<file path="config.mk">
export PLATFORM = sky130hd
export DESIGN_NAME = pipe_stage_skid_reg_flat
export DESIGN_NICKNAME = d
export VERILOG_FILES = /design/src/rtl/pipe_stage_skid_reg_if.sv /design/src/rtl/pipe_stage_skid_reg.sv /design/src/flat_wrapper.sv
export SDC_FILE = /design/constraint.sdc
export NUM_CORES = 1
export LEC_CHECK = 0
export ABC_AREA = 1
export ABC_CLOCK_PERIOD_IN_PS = 2810
export CAP_MARGIN = 20
export CORE_ASPECT_RATIO = 0.5
export CORE_MARGIN = 5
export CORE_UTILIZATION = 45
export CTS_BUF_LIST = sky130_fd_sc_hd__clkbuf_4
export DETAILED_ROUTE_END_ITERATION = 10
export MAX_ROUTING_LAYER = met4
export PLACE_DENSITY = 0.72
export SLEW_MARGIN = 10
export SYNTH_ARGS = -nofsm -noshare
export SYNTH_HDL_FRONTEND = slang
export SYNTH_SLANG_ARGS = --single-unit
export TNS_END_PERCENT = 1
</file>
<file path="constraint.sdc">
create_clock -name clk -period 2.81 [get_ports clk]
set_clock_uncertainty 0.15 [all_clocks]
set_input_delay 0.562 -clock clk [delete_from_list [all_inputs] [get_ports clk]]
set_output_delay 0.562 -clock clk [all_outputs]
set_load 0.02 [all_outputs]
</file>
<file path="src/rtl/pipe_stage_skid_reg_if.sv">
// Handshake bundle between pipeline stages.
// Carries payload, PC, branch-delay flag and exception code.
interface pipe_stage_skid_reg_if #(
   parameter int DATA_W = 64,
   parameter int PC_W   = 32,
   parameter int EXC_W  = 5
) ();
   logic              valid;
   logic              ready;
   logic [DATA_W-1:0] payload;
   logic [PC_W-1:0]   pc;
   logic              bd;
   logic [EXC_W-1:0]  exc;

   modport master (
      output valid, payload, pc, bd, exc,
      input  ready
   );

   modport slave (
      input  valid, payload, pc, bd, exc,
      output ready
   );
endinterface

</file>
<file path="src/rtl/pipe_stage_skid_reg.sv">
// Inter-stage pipeline register with valid/ready handshake,
// optional one-entry skid buffer, trap flush and bubble insertion.
module pipe_stage_skid_reg #(
   parameter int              DATA_W     = 64,
   parameter int              PC_W       = 32,
   parameter int              EXC_W      = 5,
   parameter logic [PC_W-1:0] RESET_PC   = 'h0000_3000,
   parameter logic [PC_W-1:0] HANDLER_PC = 'h0000_4180,
   parameter bit              SKID       = 1'b1
) (
   input  logic                  clk,
   input  logic                  reset_n,
   input  logic                  req,
   input  logic                  clear,
   pipe_stage_skid_reg_if.slave  in_if,
   pipe_stage_skid_reg_if.master out_if,
   output logic [1:0]            occupancy
);

   typedef enum logic [1:0] {
      EMPTY = 2'd0,
      ONE   = 2'd1,
      FULL  = 2'd2
   } state_e;

   typedef struct packed {
      logic [DATA_W-1:0] payload;
      logic [PC_W-1:0]   pc;
      logic              bd;
      logic [EXC_W-1:0]  exc;
   } beat_t;

   localparam beat_t RST_BEAT = '{
      payload: '0, pc: RESET_PC, bd: 1'b0, exc: '0
   };

   state_e state_q, state_d;
   beat_t  main_q, main_d;
   beat_t  skid_q, skid_d;
   beat_t  in_beat;
   logic   room;
   logic   xfer_in;
   logic   xfer_out;

   assign in_beat = '{
      payload: in_if.payload,
      pc:      in_if.pc,
      bd:      in_if.bd,
      exc:     in_if.exc
   };

   // With the skid, ready depends only on our own state, never out_ready.
   assign room = SKID ? (state_q != FULL)
                      : ((state_q == EMPTY) | out_if.ready);

   assign in_if.ready    = room & ~req & ~clear;
   assign out_if.valid   = (state_q != EMPTY);
   assign out_if.payload = main_q.payload;
   assign out_if.pc      = main_q.pc;
   assign out_if.bd      = main_q.bd;
   assign out_if.exc     = main_q.exc;
   assign occupancy      = state_q;

   assign xfer_in  = in_if.valid & in_if.ready;
   assign xfer_out = out_if.valid & out_if.ready;

   always_comb begin
      state_d = state_q;
      main_d  = main_q;
      skid_d  = skid_q;
      if (req) begin
         state_d = EMPTY;
         main_d  = '{payload: '0, pc: HANDLER_PC,
                     bd: 1'b0, exc: '0};
      end else if (clear) begin
         // Bubble keeps PC/BD so CP0 can still form EPC.
         state_d = EMPTY;
         main_d  = '{payload: '0, pc: in_if.pc,
                     bd: in_if.bd, exc: '0};
      end else begin
         unique case (state_q)
            EMPTY: begin
               if (xfer_in) begin
                  main_d  = in_beat;
                  state_d = ONE;
               end
            end
            ONE: begin
               if (xfer_in && xfer_out) begin
                  main_d = in_beat;
               end else if (xfer_in && SKID) begin
                  skid_d  = in_beat;
                  state_d = FULL;
               end else if (xfer_out) begin
                  state_d = EMPTY;
               end
            end
            FULL: begin
               if (xfer_out) begin
                  main_d  = skid_q;
                  state_d = ONE;
               end
            end
            default: state_d = EMPTY;
         endcase
      end
   end

   always_ff @(posedge clk or negedge reset_n) begin
      if (!reset_n) begin
         state_q <= EMPTY;
         main_q  <= RST_BEAT;
         skid_q  <= RST_BEAT;
      end else begin
         state_q <= state_d;
         main_q  <= main_d;
         skid_q  <= skid_d;
      end
   end

endmodule

</file>
<file path="src/flat_wrapper.sv">
// flat-port wrapper written by rule: the top's interface ports become plain ports
module pipe_stage_skid_reg_flat 
#(
   parameter int              DATA_W     = 64,
   parameter int              PC_W       = 32,
   parameter int              EXC_W      = 5,
   parameter logic [PC_W-1:0] RESET_PC   = 'h0000_3000,
   parameter logic [PC_W-1:0] HANDLER_PC = 'h0000_4180,
   parameter bit              SKID       = 1'b1
)
  (clk, reset_n, req, clear, occupancy, in_if_valid, in_if_payload, in_if_pc, in_if_bd, in_if_exc, in_if_ready, out_if_valid, out_if_payload, out_if_pc, out_if_bd, out_if_exc, out_if_ready);
  pipe_stage_skid_reg_if #(.DATA_W(DATA_W), .PC_W(PC_W), .EXC_W(EXC_W)) in_if_i ();
  pipe_stage_skid_reg_if #(.DATA_W(DATA_W), .PC_W(PC_W), .EXC_W(EXC_W)) out_if_i ();
  input  logic clk;
  input  logic reset_n;
  input  logic req;
  input  logic clear;
  output logic [1:0] occupancy;
  input wire logic [$bits(in_if_i.valid)-1:0] in_if_valid;
  input wire logic [$bits(in_if_i.payload)-1:0] in_if_payload;
  input wire logic [$bits(in_if_i.pc)-1:0] in_if_pc;
  input wire logic [$bits(in_if_i.bd)-1:0] in_if_bd;
  input wire logic [$bits(in_if_i.exc)-1:0] in_if_exc;
  output wire logic [$bits(in_if_i.ready)-1:0] in_if_ready;
  output wire logic [$bits(out_if_i.valid)-1:0] out_if_valid;
  output wire logic [$bits(out_if_i.payload)-1:0] out_if_payload;
  output wire logic [$bits(out_if_i.pc)-1:0] out_if_pc;
  output wire logic [$bits(out_if_i.bd)-1:0] out_if_bd;
  output wire logic [$bits(out_if_i.exc)-1:0] out_if_exc;
  input wire logic [$bits(out_if_i.ready)-1:0] out_if_ready;
  assign in_if_i.valid = in_if_valid;
  assign in_if_i.payload = in_if_payload;
  assign in_if_i.pc = in_if_pc;
  assign in_if_i.bd = in_if_bd;
  assign in_if_i.exc = in_if_exc;
  assign in_if_ready = in_if_i.ready;
  assign out_if_valid = out_if_i.valid;
  assign out_if_payload = out_if_i.payload;
  assign out_if_pc = out_if_i.pc;
  assign out_if_bd = out_if_i.bd;
  assign out_if_exc = out_if_i.exc;
  assign out_if_i.ready = out_if_ready;
  pipe_stage_skid_reg #(.DATA_W(DATA_W), .PC_W(PC_W), .EXC_W(EXC_W), .RESET_PC(RESET_PC), .HANDLER_PC(HANDLER_PC), .SKID(SKID)) u_core (.clk(clk), .reset_n(reset_n), .req(req), .clear(clear), .in_if(in_if_i), .out_if(out_if_i), .occupancy(occupancy));
endmodule
</file>
==> Slide: Implementation Results, run 1 <==
Run Summary

Timing
  • Final worst-path cycle share: 0.940
  • Fmax: 379 MHz
  • Unrepaired setup endpoints after global routing: false
  • Final hold vios: 0
  • Final setup viols: 0
  • Final Critical Period: 2640 ps
  • Hold WS: 315 ps
  • Slew @ Worst Pin: 820 ps
  • Max-slew violation total from the final report: 0
  • Worst slew margin: 0.453
  • Setup_tns: 0 ps

Logic synthesis
  • Post-synthesis instance area: 0.00962 mm^2
  • Avg Inst Size Synth: 7.54 um^2
  • Post-synthesis sequential area ratio: 0.536
  • Number of enable flip-flop cells: 0
  • Yosys warning tally: 0
  • Ys flops: 206
  • Syn Inst Count: 1,275
  • Top-count cell post-synth: nand2_1
  • Cells in synth_stat.txt: 1,275
  • Synth area leader: dfrtp_1
  • Dominant cell area share: 0.526
  • Top post-synthesis cells by count: nand2_1, dfrtp_1, nand3_1, inv_1, o21ai_1
  • Area contributors post-synth: dfrtp_1, nand2_1, nand3_1, o21ai_1, inv_1
  • Async S/R FF share, synth: 1.00
  • YS chip area: 0.00962 mm^2
  • Netlist cell types: 19
  • Commonest flop: dfrtp_1
  • Syn nets: 1,383

Clock network
  • Max Root-Sink Buffers: 3
  • # Post-CTS Setup Buffers: 0
  • Clk ins delay skew pair: 650 ps
  • Sink Count: 206
  • Reg clk slew, reported paths: 70 ps
  • CTS root buffer: clkbuf_4
  • Htree depth: 2
  • Clock buffer count from CTS: 49
  • TritonCTS clock tree: done

Detailed routing
  • DRT iter0 DRCs: 751
  • DRC violations left: 0
  • First-pass DRT Iterations: 6
  • Routed wire length: 27.2 mm
  • Post-route ant nets: 0
  • DR WL/cell: 15.3 um
  • DR vias: 8,950
  • Via/cell ratio: 5.03

Worst setup path
  • Critical path, cell by cell: inv_2, nand2_1, clkdlybuf4s50_1
  • Worst-path fanout max: 6
  • Buf/Inv on CP: 2
  • CP Launch Type: register
  • Slowest-stage cell, CP: clkdlybuf4s50_1
  • Crit path DAT: 1930 ps
  • Critical Path RT: 2100 ps
  • Crit end category: output port
  • CP delay by family, top: buffers and inverters
  • Reg2Reg Setup Slack: 790 ps
  • Critical path class: reg2out
  • CP max stage delay: 640 ps

Run
  • # Max-Cap Violations: 0
  • Tool warnings: 28

Floorplanning
  • # rows: 37
  • Core footprint: 0.0208 mm^2
  • IO Count: 214
  • Die Y: 113 um
  • Core Util at FP: 0.463
  • Die area: 0.0246 mm^2
  • DIE WIDTH: 217 um

Global routing
  • First-pass GRT wire length: 45.8 mm
  • Initial antenna violation count: 2
  • Grt total ovfl: 0
  • Largest net degree at the start of global routing: 138
  • Tot GR Track Use: 0.230
  • Vias in the first global route: 9,131

Power
  • Switch share: 0.282
  • Psw: 1950 uW
  • Max IR drop VDD: 0.000254 V
  • Combinational Power Share: 0.160
  • Leakage: 0.00664 uW
  • Sequential share of power: 0.495
  • Power density cells: 548 mW/mm^2
  • Cell internal pwr: 4960 uW
  • Clk network pwr share: 0.344

Place
  • Post-placement cell area: 0.0120 mm^2
  • IO Port Bufs: 213
  • Final GP Congestion: 0.842
  • Cells after DPL: 1,694
  • Hpwl dp: 17.4 mm

Layout
  • Fraction of layout cells with a size suffix above 1: 0.0745
  • Logic area: 0.00369 mm^2
  • Post-Layout Cell Count: 1,779
  • Area growth syn-to-layout: 31.1%
  • Final #Nets: 1,581
  • Design Area, Final: 0.0126 mm^2
  • Sequential Area: 0.00516 mm^2
  • Layout fillers: 1,879

Hold path
  • Min-Delay Path Class: reg2reg

Status
  • Status: finished, final reports clean
run 1: cell families after synthesis:
kind of cell,after synthesis,share of synthesized area
AND/OR/NAND/NOR,699,0.290
flip-flops,206,0.536
buffers and inverters,196,0.0829
AND-OR/OR-AND,174,0.0905
run 1: per-layer routing:
metal | global-route usage | routed length [um]
met1 | 0.297 | 12100
met2 | 0.380 | 13200
met3 | 0.0422 | 1380
met4 | 0.0648 | 563
met5 | - | 0
run 1: power by group through the flow:
stage	combinational, uW	clock [uW]	sequential (uW)
after floorplan	440	0	3560
after global routing	1230	2620	3460
after global placement	1090	0	3460
after detailed placement	1120	0	3470
after CTS	1120	2440	3420
final	1110	2380	3420
run 1: path summary, 6_finish.rpt:
check	startpoint	to	cells past startpoint
worst min register to register	u_core.out_if.pc[13]	u_core.out_if.pc[13]	2
worst max-delay path	u_core.occupancy[0]	out_if_valid	3
min in group asynchronous	reset_n	u_core.skid_q[59]	2
worst min-delay path	u_core.out_if.pc[13]	u_core.out_if.pc[13]	2
worst max register to register	u_core.occupancy[0]	u_core.skid_q[51]	7
max in group asynchronous	reset_n	u_core.out_if.payload[57]	3
run 1: through the flow:
stage	utilization	total power, uW	worst slack [ps]
final	0.607	6910	170
after global routing	0.607	7310	18.3
after CTS	0.606	6990	34.4
after detailed placement	0.578	4590	135
after global placement	0.578	4550	259
after floorplan	-	4000	874
run 1: final cells by class:
cell class | instances | share of cell area
antenna | 2 | 0.000397
clock buffer | 74 | 0.0441
clock inverter | 8 | 0.00248
inverter | 111 | 0.0331
multi-input combinational | 873 | 0.293
sequential | 206 | 0.409
tap | 273 | 0.0271
timing repair buffer | 232 | 0.191
run 1: tightest hold or removal path: cells and delay by family (launching register included):
family | cells | cell delay, ps
and+or+nand+nor | 2 | 90
DFF | 1 | 370
run 1: registers in the layout, summed over array words and instances (netlist names):
signal and count:
u_core.out_if.payload 64, u_core.skid_q 102, u_core.out_if.exc 5, u_core.out_if.pc 32, u_core.out_if.bd 1, u_core.occupancy 2
run 1: layout by cell type, fill, tap and decap left out, types with 10 or more instances in the layout:
cell type | synthesis | final
nand2_1 | 521 | 518
clkdlybuf4s50_1 | 0 | 211
dfrtp_1 | 202 | 202
nand3_1 | 109 | 108
inv_1 | 107 | 107
o21ai_1 | 101 | 101
clkbuf_4 | 0 | 74
a21oi_1 | 69 | 69
nor2_1 | 64 | 64
buf_12 | 0 | 10
run 1: what timing repair did:
item / in CTS / in global routing
resized: 0 / 1
setup endpoints to repair: 0 / 1
endpoints found under the hold margin: 47 / 0
hold buffers: 1 / 0
Run 1, met1 routing:
Scale bar: 50 um. Supply wires on this layer in grey.
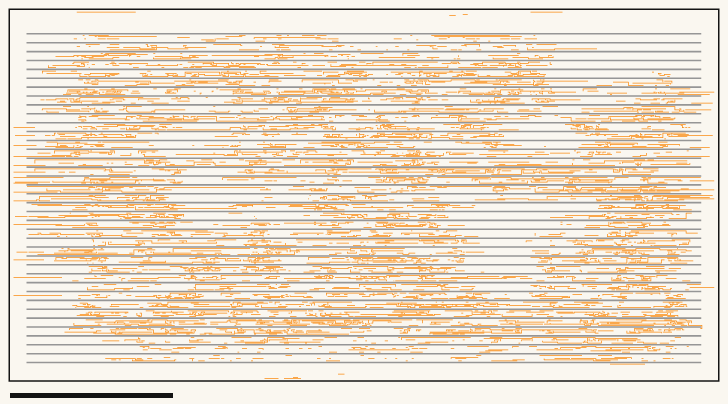
longest straight run: 37.7 um
wire length on this layer: 12,100 um
share of all routed wire: 44%

Run 1, metal 2:
Scale bar: 50 um.
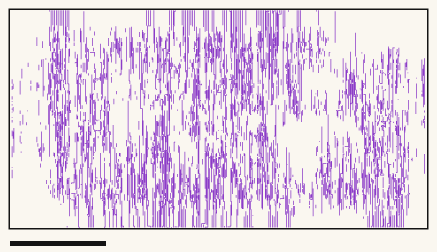
nets with wire on the layer: 1,236
wire length on this layer: 13,200 um
main direction: vertical
longest straight run: 44.9 um

Run 1, M3 wires:
Cells faint in the background.
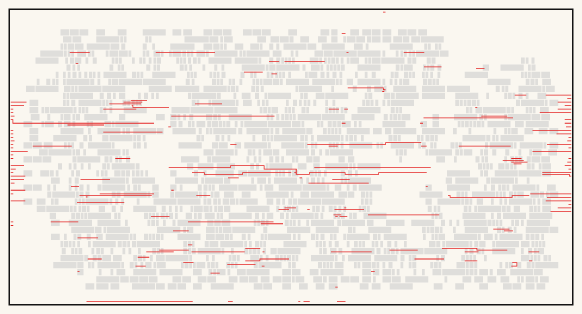
longest straight run: 54.3 um
main direction: horizontal
nets with wire on the layer: 105
wire length on this layer: 1,380 um
share of all routed wire: 5.1%

Run 1, met4 routing:
Scale bar: 50 um. Supply wires on this layer in grey.
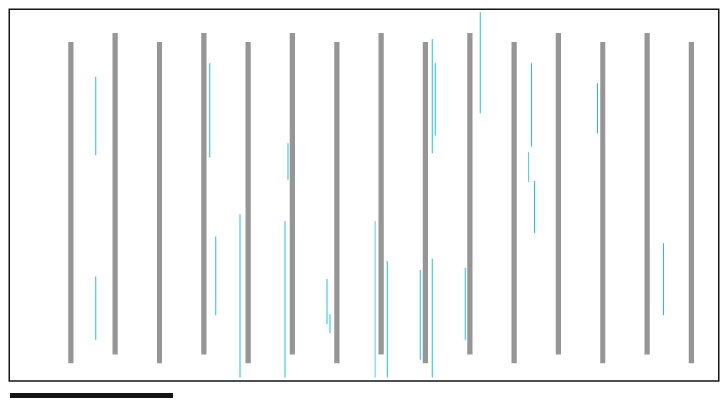
wire length on this layer: 564 um
nets with wire on the layer: 16
main direction: vertical

## Run 2: what changed since run 1
--- a/config.mk
+++ b/config.mk
@@ -9,12 +9,13 @@
 export ABC_CLOCK_PERIOD_IN_PS = 2810
 export CAP_MARGIN = 20
 export CORE_ASPECT_RATIO = 0.5
-export CORE_MARGIN = 5
+export CORE_MARGIN = 3
 export CORE_UTILIZATION = 45
 export CTS_BUF_LIST = sky130_fd_sc_hd__clkbuf_4
 export DETAILED_ROUTE_END_ITERATION = 10
 export MAX_ROUTING_LAYER = met4
 export PLACE_DENSITY = 0.72
+export SKIP_LAST_GASP = 1
 export SLEW_MARGIN = 10
 export SYNTH_ARGS = -nofsm -noshare
 export SYNTH_HDL_FRONTEND = slang
==> Slide: Implementation Results, run 2 <==
Run Summary

Status
  • Status: finished, final reports clean

Power
  • Leakage: 0.00671 uW (+1.1%)
  • Pwr Total: 7060 uW (+2.3%)
  • Max IR drop VDD: 0.000245 V (-3.6%)
  • Power density cells: 555 mW/mm^2 (+1.3%)

Layout
  • Most common logic cells in the final layout: nand2_1, clkdlybuf4s50_1, dfrtp_1
  • Fraction of layout cells with a size suffix above 1: 0.0817 (+0.00727)
  • Most instantiated logic cell after routing: nand2_1
  • Layout fillers: 1,847 (-1.7%)
  • Top reg by flops: u_core.skid_q
  • Max reg flops: 102 (unchanged)
  • Final #Nets: 1,586 (+0.32%)
  • Area growth syn-to-layout: 32.4%

Clock network
  • Max Root-Sink Buffers: 3 (unchanged)
  • CTS root buffer: clkbuf_4
  • Htree depth: 2 (unchanged)
  • Clk ins delay skew pair: 620 ps (-30 ps)
  • Sink Count: 206 (unchanged)
  • Clock buffer count from CTS: 50 (+2.0%)
  • # Post-CTS Setup Buffers: 0 (unchanged)
  • Reg clk slew, reported paths: 80 ps (about the same)
  • TritonCTS clock tree: done

Worst setup path
  • Buf/Inv on CP: 2 (unchanged)
  • Crit end category: output port
  • Crit path DAT: 1940 ps (about the same)
  • Critical Path RT: 2100 ps (about the same)
  • Critical path class: reg2out
  • Critical path, cell by cell: inv_2, nand2_1, clkdlybuf4s50_1
  • CP max stage delay: 630 ps (about the same)
  • Slowest-stage cell, CP: clkdlybuf4s50_1
  • CP Launch Type: register
  • Worst-path fanout max: 6 (unchanged)
  • CP delay by family, top: buffers and inverters

Timing
  • Unrepaired setup endpoints after global routing: false
  • Setup_tns: 0 ps (unchanged)
  • Max-slew violation total from the final report: 0 (unchanged)
  • Final setup viols: 0 (unchanged)
  • Fmax: 377 MHz (-0.37%)
  • Final worst-path cycle share: 0.943 (+0.00346)
  • Slew @ Worst Pin: 586 ps (-234 ps)
  • Worst slew margin: 0.609 (+0.156)
  • Final Critical Period: 2650 ps (+9.72 ps)
  • Final hold vios: 0 (unchanged)

Logic synthesis
  • Synth area leader: dfrtp_1
  • Avg Inst Size Synth: 7.54 um^2 (unchanged)
  • Top-count cell post-synth: nand2_1
  • Dominant cell area share: 0.526 (unchanged)
  • Netlist cell types: 19 (unchanged)
  • Cells in synth_stat.txt: 1,275 (unchanged)
  • Async S/R FF share, synth: 1.00 (unchanged)
  • Yosys warning tally: 0 (unchanged)
  • Top post-synthesis cells by count: nand2_1, dfrtp_1, nand3_1, inv_1, o21ai_1
  • Syn nets: 1,383 (unchanged)
  • Ys flops: 206 (unchanged)
  • Post-synthesis sequential area ratio: 0.536 (unchanged)
  • Post-synthesis instance area: 0.00962 mm^2 (unchanged)
  • Area contributors post-synth: dfrtp_1, nand2_1, nand3_1, o21ai_1, inv_1
  • YS chip area: 0.00962 mm^2 (unchanged)
  • Syn Inst Count: 1,275 (unchanged)
  • Commonest flop: dfrtp_1
  • Number of enable flip-flop cells: 0 (unchanged)

Detailed routing
  • Via/cell ratio: 5.06 (+0.66%)
  • DRT iter0 DRCs: 587 (-22%)
  • Routed wire length: 26.8 mm (-1.8%)
  • DR WL/cell: 14.9 um (-2.5%)
  • First-pass DRT Iterations: 5 (-1)
  • DR vias: 9,075 (+1.4%)
  • DRC violations left: 0 (unchanged)
  • Post-route ant nets: 0 (unchanged)

Floorplanning
  • IO Count: 214 (unchanged)
  • Core footprint: 0.0207 mm^2 (-0.22%)
  • Die Y: 109 um (-3.5%)
  • Die area: 0.0233 mm^2 (-5.3%)
  • DIE WIDTH: 213 um (-1.8%)
  • Core Util at FP: 0.464 (+0.00103)
  • # rows: 37 (unchanged)

Place
  • Final GP Congestion: 0.816 (-3.1%)
  • Hpwl dp: 17.2 mm (-1.1%)
  • IO Port Bufs: 213 (unchanged)

Global routing
  • Initial antenna violation count: 2 (unchanged)
  • Largest net degree at the start of global routing: 101 (-27%)
  • First-pass GRT wire length: 44.1 mm (-3.7%)
  • Grt total ovfl: 0 (unchanged)
  • Vias in the first global route: 8,960 (-1.9%)
  • Tot GR Track Use: 0.241 (+0.0103)

Run
  • Tool warnings: 28 (unchanged)
  • # Max-Cap Violations: 0 (unchanged)

Hold path
  • Min-Delay Path Class: reg2reg
[run 2: layer usage]
layer,part of all wire,track usage
met5,0,-
met4,0.018,0.0683
met1,0.44,0.303
met3,0.051,0.0479
met2,0.49,0.402
[run 2: layout make-up]
cell class                      instances  area, um^2  share of cell area
Sequential cell                       206        5160               0.405
Multi-Input combinational cell        873        3690               0.290
Timing Repair Buffer                  236        2460               0.193
Clock buffer                           83         623              0.0489
Inverter                              111         418              0.0328
Tap cell                              273         342              0.0268
Clock inverter                          8        31.3             0.00246
Antenna cell                            2        5.00            0.000393
[run 2: cells by family (layout without fill, tap and decap cells)]
logic type / after synthesis / after routing / synth area share
and+or+nand+nor: 699 / 699 / 0.290
DFF: 206 / 206 / 0.536
buffers and inverters: 196 / 438 / 0.0829
AOI/OAI and AO/OA: 174 / 174 / 0.0905
other: 0 / 2 / 0
[run 2: timing repair]
action | in CTS | in global routing
gates resized | 1 | 0
hold buffers | 1 | 0
hold endpoints to repair | 61 | 0
setup endpoints to repair | 1 | 0
[run 2: through the flow]
stage / utilization / cells / worst slack (ps) / instance area [um^2] / hold slack (ps)
2_1_floorplan: - / 1275 / 874 / 9620 / 116
3_3_place_gp: 0.582 / 1698 / -24.5 / 12100 / 302
3_5_place_dp: 0.582 / 1698 / 46.9 / 12100 / 306
4_1_cts: 0.614 / 1790 / 108 / 12700 / 277
5_1_grt: 0.614 / 1792 / 56.7 / 12700 / 297
6_report: 0.614 / 1792 / 160 / 12700 / 313
[run 2: worst register-to-register path, stage by stage (launching register included)]
cell and delay, ps:
dfrtp_1 460, inv_2 110, nand2_2 80, buf_4 270
nand3_1 190, nand3b_4 320, buf_12 290, nand2_1 210
o21ai_1 80
[run 2: where the power goes]
part | internal, uW | switching, uW | total, uW
combinational | 515 | 597 | 1110
sequential | 3260 | 164 | 3420
clock | 1330 | 1200 | 2530
[run 2: worst paths after layout]
kind | startpoint | endpoint | slack, ps | depth (start not counted)
setup / recovery | u_core.occupancy[0] | out_if_valid | 160 | 3
hold / removal | u_core.out_if.pc[13] | u_core.out_if.pc[13] | 310 | 2
setup reg to reg | u_core.occupancy[0] | u_core.skid_q[85] | 520 | 8
hold reg to reg | u_core.out_if.pc[13] | u_core.out_if.pc[13] | 310 | 2
max in group asynchronous | reset_n | u_core.skid_q[19] | 1370 | 3
min in group asynchronous | reset_n | u_core.out_if.payload[55] | 340 | 2
Run 2, metal 2:
Scale bar: 50 um.
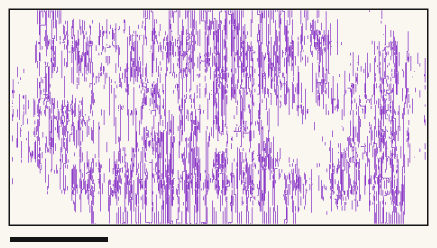
longest straight run: 51.8 um
wire length on this layer: 13,200 um
nets with wire on the layer: 1,266
share of all routed wire: 49%
main direction: vertical

Run 2, met1 routing:
Scale bar: 50 um. Supply wires on this layer in grey.
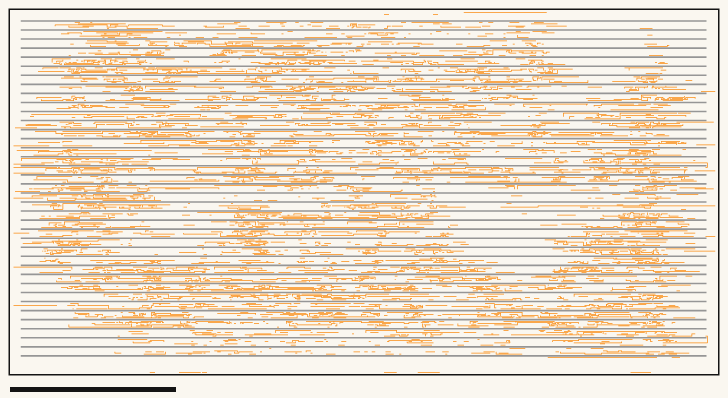
longest straight run: 36.6 um
share of all routed wire: 44%
wire length on this layer: 11,700 um

## Run 3: what changed since run 2
--- a/config.mk
+++ b/config.mk
@@ -10,11 +10,11 @@
 export CAP_MARGIN = 20
 export CORE_ASPECT_RATIO = 0.5
 export CORE_MARGIN = 3
-export CORE_UTILIZATION = 45
+export CORE_UTILIZATION = 50
 export CTS_BUF_LIST = sky130_fd_sc_hd__clkbuf_4
 export DETAILED_ROUTE_END_ITERATION = 10
 export MAX_ROUTING_LAYER = met4
-export PLACE_DENSITY = 0.72
+export PLACE_DENSITY = 0.78
 export SKIP_LAST_GASP = 1
 export SLEW_MARGIN = 10
 export SYNTH_ARGS = -nofsm -noshare
==> Slide: Implementation Results, run 3 <==
Run Summary

Timing
  • Max-slew violation total from the final report: 0 (unchanged)
  • Hold WS: 318 ps (+5.67 ps)
  • Slew @ Worst Pin: 794 ps (+208 ps)
  • Fmax: 380 MHz (+0.64%)
  • Final hold vios: 0 (unchanged)
  • Final Critical Period: 2630 ps (-16.9 ps)
  • Unrepaired setup endpoints after global routing: false
  • Setup_tns: 0 ps (unchanged)
  • Final setup viols: 0 (unchanged)
  • Worst slew margin: 0.471 (-0.139)
  • Final worst-path cycle share: 0.937 (-0.00601)

Layout
  • Layout fillers: 1,535 (-17%)
  • Most instantiated logic cell after routing: nand2_1
  • Final #Nets: 1,586 (unchanged)
  • Top reg by flops: u_core.skid_q
  • Max reg flops: 102 (unchanged)
  • Area growth syn-to-layout: 31.2%
  • Fraction of layout cells with a size suffix above 1: 0.0755 (-0.00624)
  • Sequential Area: 0.00516 mm^2 (unchanged)
  • Design Area, Final: 0.0126 mm^2 (-0.89%)
  • Logic area: 0.00369 mm^2 (unchanged)
  • Post-Layout Cell Count: 1,770 (-1.2%)
  • Most common logic cells in the final layout: nand2_1, clkdlybuf4s50_1, dfrtp_1

Detailed routing
  • DRC violations left: 0 (unchanged)
  • First-pass DRT Iterations: 6 (+1)
  • DR vias: 9,092 (+0.19%)
  • Via/cell ratio: 5.14 (+1.4%)
  • DRT iter0 DRCs: 635 (+8.2%)
  • Routed wire length: 26.2 mm (-2.1%)
  • Post-route ant nets: 0 (unchanged)

Floorplanning
  • IO Count: 214 (unchanged)
  • Die Y: 104 um (-4.9%)
  • Core footprint: 0.0186 mm^2 (-10%)
  • Core Util at FP: 0.517 (+0.0530)
  • DIE WIDTH: 202 um (-5.0%)
  • Die area: 0.0210 mm^2 (-9.6%)
  • # rows: 35 (-5.4%)

Clock network
  • Sink Count: 206 (unchanged)
  • # Post-CTS Setup Buffers: 0 (unchanged)
  • CTS root buffer: clkbuf_4
  • Reg clk slew, reported paths: 70 ps (about the same)
  • Clock buffer count from CTS: 48 (-4.0%)
  • Max Root-Sink Buffers: 3 (unchanged)
  • TritonCTS clock tree: done
  • Clk ins delay skew pair: 590 ps (-30 ps)
  • Htree depth: 2 (unchanged)

Logic synthesis
  • Cells in synth_stat.txt: 1,275 (unchanged)
  • Ys flops: 206 (unchanged)
  • Number of enable flip-flop cells: 0 (unchanged)
  • Yosys warning tally: 0 (unchanged)
  • Post-synthesis instance area: 0.00962 mm^2 (unchanged)
  • Dominant comb cell: simple AND/OR/NAND/NOR gates
  • Mux frac, synth: 0 (unchanged)
  • Area fraction in compound gates: 0.0905 (unchanged)
  • Syn Inst Count: 1,275 (unchanged)
  • Syn nets: 1,383 (unchanged)
  • Area contributors post-synth: dfrtp_1, nand2_1, nand3_1, o21ai_1, inv_1
  • Netlist cell types: 19 (unchanged)
  • Dominant cell area share: 0.526 (unchanged)
  • Avg Inst Size Synth: 7.54 um^2 (unchanged)
  • Top-count cell post-synth: nand2_1
  • YS chip area: 0.00962 mm^2 (unchanged)
  • Async S/R FF share, synth: 1.00 (unchanged)
  • XOR Share, Synth: 0 (unchanged)
  • Adder Area Share: 0 (unchanged)
  • Commonest flop: dfrtp_1
  • Post-synthesis sequential area ratio: 0.536 (unchanged)
  • Synth area leader: dfrtp_1
  • Basic Gates by Area: 0.290 (unchanged)
  • Top post-synthesis cells by count: nand2_1, dfrtp_1, nand3_1, inv_1, o21ai_1

Worst setup path
  • Critical path class: reg2out
  • Worst-path fanout max: 5 (-1)
  • Crit path launch: u_core.occupancy[1]
  • Critical Path RT: 2100 ps (about the same)
  • Worst r2r src: u_core.occupancy[1]
  • Crit path DAT: 1920 ps (-20 ps)
  • CP Launch Type: register
  • Crit end category: output port

Status
  • Status: finished, final reports clean

Global routing
  • First-pass GRT wire length: 44.3 mm (+0.41%)
  • Vias in the first global route: 9,107 (+1.6%)
  • Grt total ovfl: 0 (unchanged)
  • Initial antenna violation count: 1 (-1)
  • Largest net degree at the start of global routing: 71 (-30%)

Place
  • Final GP Congestion: 0.874 (+7.1%)
  • Post-placement cell area: 0.0120 mm^2 (-0.33%)
  • Hpwl dp: 17.0 mm (-1.0%)
  • Cells after DPL: 1,686 (-0.71%)
  • IO Port Bufs: 213 (unchanged)

Power
  • Power density cells: 543 mW/mm^2 (-2.2%)
  • Max IR drop VDD: 0.000272 V (+11%)
  • Pwr Total: 6850 uW (-3.1%)
  • Leakage: 0.00667 uW (-0.66%)

Hold path
  • Hold_sp: u_core.out_if.pc[13]
  • Min-Delay Path Class: reg2reg

Run
  • # Max-Cap Violations: 0 (unchanged)
  • Tool warnings: 26 (-7.1%)
## run 3: netlist changes by cell type in the layout (fill, tap and decap cells not counted), sizes merged
cell          delta
dlymetal6s2s     +1
buf              +2
clkinv           +3
clkbuf          -11
dlygate4sd2      -1
inv              -1
diode            -1
## run 3: worst paths after layout
kind                                              to  slack, ps  cells past startpoint
max in group asynchronous          u_core.skid_q[94]       1410                      3
hold / removal                  u_core.out_if.pc[13]        320                      2
hold reg to reg                 u_core.out_if.pc[13]        320                      2
setup reg to reg           u_core.out_if.payload[37]        730                      9
setup / recovery                        out_if_valid        180                      3
min in group asynchronous  u_core.out_if.payload[41]        380                      2
## run 3: cell type report
class	count	share of cell area
Tap cell	259	0.0257
Inverter	111	0.0331
Clock buffer	72	0.0428
Timing Repair Buffer	238	0.193
Clock inverter	10	0.00307
Multi-Input combinational cell	873	0.293
Sequential cell	206	0.409
Antenna cell	1	0.000198
## run 3: worst max-delay path, stage by stage (launching register included)
cell and delay, ps:
dfrtp_1 470, inv_2 110, nand2_1 110, clkdlybuf4s50_1 640
## run 3: per-layer routing
metal	routed length (um)	vias up	global-route usage
met3	1500	43	0.0453
met5	0	-	-
met1	11500	4332	0.333
met2	12800	312	0.432
li1	-	4405	-
met4	358	0	0.0612
## run 3: power by group
part | switching [uW] | total (uW) | internal (uW)
combinational | 595 | 1110 | 511
sequential | 166 | 3420 | 3260
clock | 1160 | 2320 | 1160
total | 1920 | 6850 | 4930
## run 3: through the flow
step	util	setup WS, ps
floorplan	-	874
global placement	0.646	51.9
detailed placement	0.646	74.8
CTS	0.678	9.91
global route	0.678	72.7
finish	0.678	177
## run 3: cells by family after synthesis
logic type | Yosys count
buf+inv | 196
compound gates | 174
simple gates | 699
flops | 206
## run 3: repair_timing
action | CTS | global route
resized | 0 | 1
hold buffers | 1 | 0
setup endpoints to repair | 0 | 1
endpoints found under the hold margin | 58 | 0
Run 3, met4 routing:
Scale bar: 50 um. Supply wires on this layer in grey.
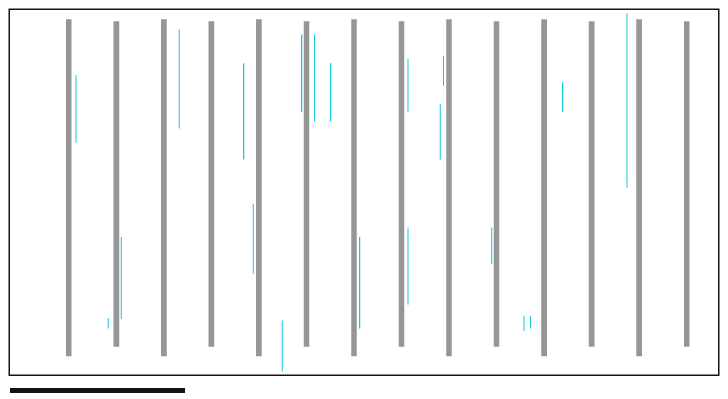
nets with wire on the layer: 13
main direction: vertical
share of all routed wire: 1.4%
longest straight run: 49.6 um
wire length on this layer: 358 um

Run 3, routing congestion map:
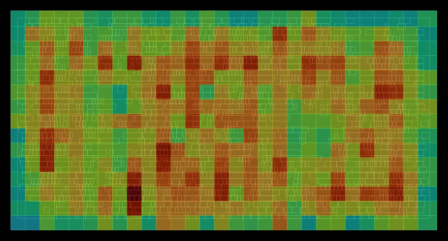
met3 GRT Util: 0.0453
Tot GR Track Use: 0.258
M1 GR Usage: 0.333
DR WL/cell: 14.8 um
met2 usage: 0.432

Power figures rest on the tool's default switching activity, not on a simulated workload.
